## src/rtl/instr_prefetch_unit.sv

```systemverilog
// Instruction prefetch stage: streams bytes from a 1-cycle-latency memory into a
// circular byte queue and presents opcode plus ARGS argument bytes at pc.
module instr_prefetch_unit #(
  parameter int unsigned        ADDR_W   = 8,
  parameter int unsigned        ARGS     = 2,
  parameter int unsigned        DEPTH    = 4,
  parameter logic [ADDR_W-1:0]  RESET_PC = '0
) (
  input  logic                        clk,
  input  logic                        rst,
  output logic [ADDR_W-1:0]           mem_addr,
  output logic                        mem_rd_en,
  input  logic [7:0]                  mem_rdata,
  output logic [7:0]                  op_code,
  output logic [ARGS*8-1:0]           args,
  output logic [ADDR_W-1:0]           pc,
  output logic                        valid,
  input  logic                        advance,
  input  logic [$clog2(ARGS+2)-1:0]   adv_len,
  input  logic                        jump_en,
  input  logic [ADDR_W-1:0]           jump_target
);

  localparam int unsigned PTR_W = (DEPTH > 1) ? $clog2(DEPTH) : 1;
  localparam int unsigned CNT_W = $clog2(DEPTH + 1);
  localparam int unsigned LEN_W = $clog2(ARGS + 2);

  if (DEPTH < ARGS + 2) begin : g_bad_depth
    $error("instr_prefetch_unit: DEPTH must be >= ARGS+2");
  end

  logic [7:0]        qmem [DEPTH];
  logic [PTR_W-1:0]  head;
  logic [PTR_W-1:0]  tail;
  logic [CNT_W-1:0]  count;
  logic              inflight;
  logic [ADDR_W-1:0] fetch_addr;
  logic              adv_ok;
  logic [CNT_W-1:0]  pop_len;
  logic [CNT_W:0]    occ;
  logic [CNT_W:0]    lim;

  // Circular pointer add; n never exceeds DEPTH-1 so one subtraction suffices.
  function automatic logic [PTR_W-1:0] ptr_add(input logic [PTR_W-1:0] p,
                                               input logic [PTR_W:0]   n);
    logic [PTR_W:0] s;
    s = {1'b0, p} + n;
    if (s >= (PTR_W+1)'(DEPTH)) s = s - (PTR_W+1)'(DEPTH);
    return s[PTR_W-1:0];
  endfunction

  // Issue/accept decisions; the read slot freed by a same-cycle pop is reusable.
  always_comb begin
    valid     = (count >= CNT_W'(ARGS + 1));
    adv_ok    = advance && valid && !jump_en && (adv_len != '0) &&
                (adv_len <= LEN_W'(ARGS + 1));
    pop_len   = adv_ok ? CNT_W'(adv_len) : '0;
    occ       = (CNT_W+1)'(count) + (CNT_W+1)'(inflight);
    lim       = (CNT_W+1)'(DEPTH) + (CNT_W+1)'(pop_len);
    mem_rd_en = !rst && !jump_en && (occ < lim);
  end

  assign mem_addr = fetch_addr;

  always_comb begin
    op_code = '0;
    args    = '0;
    if (valid) begin
      op_code = qmem[head];
      for (int unsigned i = 0; i < ARGS; i++) begin
        args[i*8 +: 8] = qmem[ptr_add(head, (PTR_W+1)'(i + 1))];
      end
    end
  end

  always_ff @(posedge clk) begin
    if (!rst && !jump_en && inflight) qmem[tail] <= mem_rdata;
  end

  // A jump drops queue contents and marks the outstanding read as stale.
  always_ff @(posedge clk) begin
    if (rst) begin
      head       <= '0;
      tail       <= '0;
      count      <= '0;
      inflight   <= 1'b0;
      pc         <= RESET_PC;
      fetch_addr <= RESET_PC;
    end else if (jump_en) begin
      head       <= '0;
      tail       <= '0;
      count      <= '0;
      inflight   <= 1'b0;
      pc         <= jump_target;
      fetch_addr <= jump_target;
    end else begin
      inflight <= mem_rd_en;
      if (mem_rd_en) fetch_addr <= fetch_addr + ADDR_W'(1);
      if (inflight) tail <= ptr_add(tail, (PTR_W+1)'(1));
      if (adv_ok) begin
        head <= ptr_add(head, (PTR_W+1)'(adv_len));
        pc   <= pc + ADDR_W'(adv_len);
      end
      count <= count + CNT_W'(inflight) - pop_len;
    end
  end

endmodule

```

## config.mk

```make
export PLATFORM = sky130hd
export DESIGN_NAME = instr_prefetch_unit
export DESIGN_NICKNAME = d
export VERILOG_FILES = /design/src/rtl/instr_prefetch_unit.sv
export SDC_FILE = /design/constraint.sdc
export NUM_CORES = 1
export LEC_CHECK = 0
export CORE_ASPECT_RATIO = 2
export CORE_UTILIZATION = 45
export CTS_BUF_LIST = sky130_fd_sc_hd__clkbuf_16
export DETAILED_ROUTE_END_ITERATION = 7
export PLACE_DENSITY = 0.71
export SLEW_MARGIN = 20
export SYNTH_ARGS = -nofsm -noshare
export SYNTH_HDL_FRONTEND = slang
export SYNTH_SLANG_ARGS = --single-unit
```

## constraint.sdc

```tcl
create_clock -name clk -period 2.9 [get_ports clk]
set_input_delay 0.435 -clock clk [delete_from_list [all_inputs] [get_ports clk]]
set_output_delay 0.435 -clock clk [all_outputs]
set_load 0.02 [all_outputs]
```

### The clock network, run 1

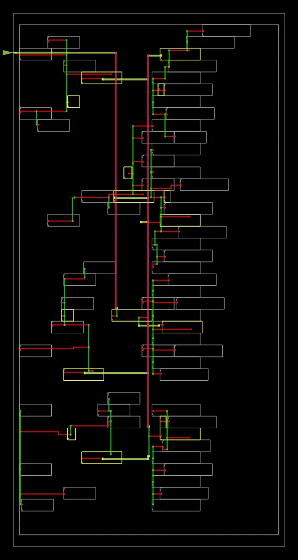
Post-Route Skew: 4.46 ps
power in the clock group: 903 uW
CTS Sinks: 58

### Pin map, run 1

Pins as bars across the die edge, other pins in gray.
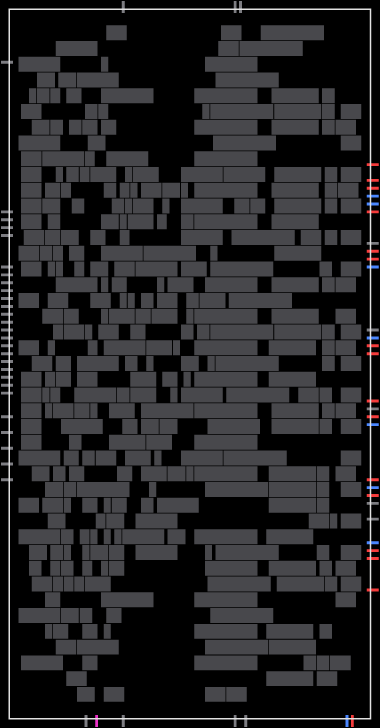
[magenta] mem_rd_en | pins: 1 | direction: output | edge: bottom
[blue] op_code | pins: 8 | direction: output | edge: 7 right, 1 bottom
[red] args | pins: 16 | direction: output | edge: 15 right, 1 bottom
IO Port Bufs: 63
Die W: 62.1 um

### Metal layers overlaid, run 1

Only two layers are drawn.
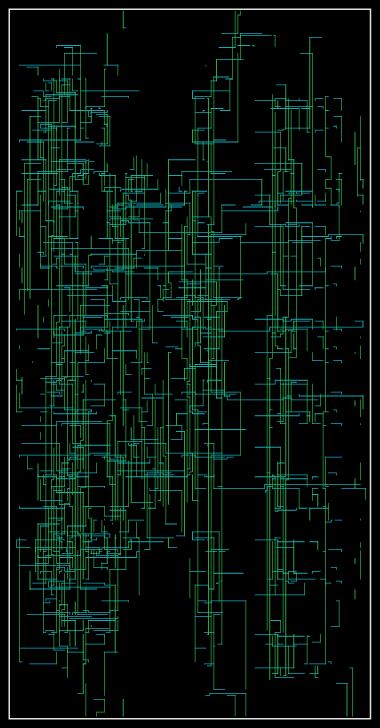
[green] M2 | wire length: 3830 um
[cyan] M1 | wire length: 2210 um
via count: 2411
Detailed Route WL: 6.78 mm
average wire per cell in the routed design: 15.5 um

==> run summary, run 1 <==
fresh numbers from the pnr run: first-pass GRT wire length approximately 11 mm, total tool warning count 29, xor/xnor share of the synthesized area 0.0188, commonest cells in the netlist 32 x edfxtp_1, 26 x dfxtp_1, 24 x mux4_2, 24 x nor2b_1, 21 x inv_1, switching fraction of total power 0.228, sequential power a little over 900 uW, number of fill cells 539, adder-cell area share of the yosys netlist 0.0662, total global routing track utilization 0.196, via count normalized by instance count 5.52, kind of start point of the critical path flip-flop, post-synthesis share of cell area spent on and-or and or-and gates 0.0908, proportion of synthesized chip area in sequential cells 0.455, # placed instances 421, status finished clean, most frequent cell after synthesis edfxtp_1, arrival time worst endpoint between 2000 and 2500 ps, FP Util 0.469, length of routed wiring on met1 2.21 mm, Synth async-reset ratio 0, half-perimeter wire length after detailed placement 5.37 mm, Core Area 6940 um2, total of warnings raised by yosys 0, combined buffer and inverter count along the critical path 1
run 1: final timing paths:
check                            from                       end  slack, ps  cells past startpoint
setup / recovery            flip-flop                op_code[6]        220                      3
hold / removal     pc[5]$_SDFFE_PP0P_        pc[5]$_SDFFE_PP0P_        530                      1
setup reg to reg  count[0]$_SDFF_PP0_  mem_addr[5]$_SDFFE_PP0P_        720                      6
hold reg to reg    pc[5]$_SDFFE_PP0P_        pc[5]$_SDFFE_PP0P_        530                      1
run 1: final cells by class:
cell class / count / share of cell area
clock buffer: 9 / 0.0522
clock inverter: 7 / 0.00841
inverter: 21 / 0.0183
multi-input combinational: 173 / 0.378
sequential: 58 / 0.343
tap: 90 / 0.0261
timing repair buffer: 79 / 0.174
## Run 2: what changed since run 1
CTS_CLUSTER_SIZE = 20   (was default)
### Sequential cells grouped by signal name, run 2

Bar = 20 um. Other sequential cells in the stronger gray, the rest of the logic in the fainter gray.
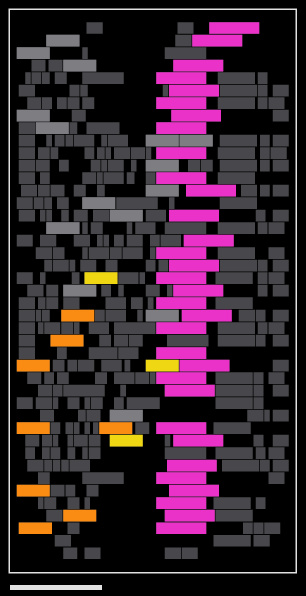
[magenta] qmem | sequential cells: 32
[orange] mem_addr | sequential cells: 8
[yellow] count | sequential cells: 3
not colored: 15
flip-flop and latch share of the layout cell area: 0.343
sequential power: 911 uW
final design utilization: 0.622
area occupied by registers: 1480 um2

### Pin map, run 2

Pins as bars across the die edge, other pins in gray.
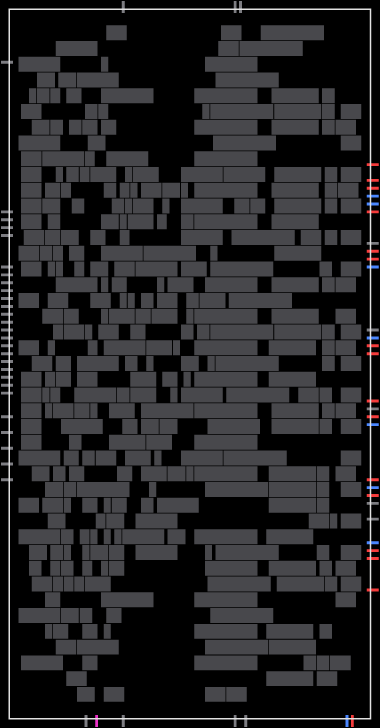
[blue] op_code | pins: 8 | direction: output | edge: 7 right, 1 bottom
[magenta] mem_rd_en | pins: 1 | direction: output | edge: bottom
[red] args | pins: 16 | direction: output | edge: 15 right, 1 bottom
die outline height: 122 um

==> run 2 against run 1 <==
Against the previous run: area after synthesis unchanged; final area unchanged; via count unchanged; wire length unchanged; final cell count unchanged; first-iteration DRC count unchanged; combinational power about the same; sequential share of layout area unchanged; worst setup slack unchanged; die size unchanged; worst hold slack unchanged; maximum frequency unchanged; critical path type unchanged; highest routed layer unchanged.
==> run summary, run 2 <==
fresh numbers from the pnr run: Hold Path Origin pc[5]$_SDFFE_PP0P_, number of cells traversed by the worst hold path 1 (unchanged), depth of the critical timing path with buffers and inverters included 3 (unchanged), average wire per cell in the routed design 15.5 um (unchanged), Data buffer area share 0.174 (unchanged), flip-flops 58 (unchanged), destination of the worst register-to-register timing path mem_addr[5]$_SDFFE_PP0P_, total global routing track utilization 0.196 (unchanged), switching fraction of total power 0.228 (unchanged), arrival time worst endpoint 2240 ps (about the same), total of warnings raised by yosys 0 (unchanged), first-pass GRT wire length 11.0 mm (unchanged), status finished clean, Detailed Route WL 6.78 mm (unchanged), IO Port Bufs 63 (unchanged), worst r2r src count[0]$_SDFF_PP0_, slack of the worst reg-to-reg path 720 ps (about the same), via count normalized by instance count 5.52 (unchanged), commonest cells in the netlist 32 x edfxtp_1, 26 x dfxtp_1, 24 x mux4_2, 24 x nor2b_1, 21 x inv_1, number of fill cells 539 (unchanged)
-- run 2: metal layers --
| layer | wire length (um) | share of wire | vias up | track usage |
|---|---|---|---|---|
| li1 | - | - | 1157 | - |
| met1 | 2210 | 0.33 | 1133 | 0.163 |
| met2 | 3830 | 0.57 | 96 | 0.383 |
| met3 | 276 | 0.041 | 25 | 0.0372 |
| met4 | 466 | 0.069 | 0 | 0.169 |
| met5 | 0 | 0 | - | 0 |
-- run 2: cell families (layout without fill, tap and decap cells) --
kind of cell               after synthesis  after routing  synth area share
muxes                                   28             28             0.178
buffers and inverters                   35            116            0.0458
xor gates and xnor gates                 7              7            0.0188
and+or+nand+nor                         83             83             0.145
adders and majority gates               16             16            0.0662
AOI/OAI and AO/OA                       39             39            0.0908
DFF                                     58             58             0.455
Power is estimated from default activity; no workload was simulated.
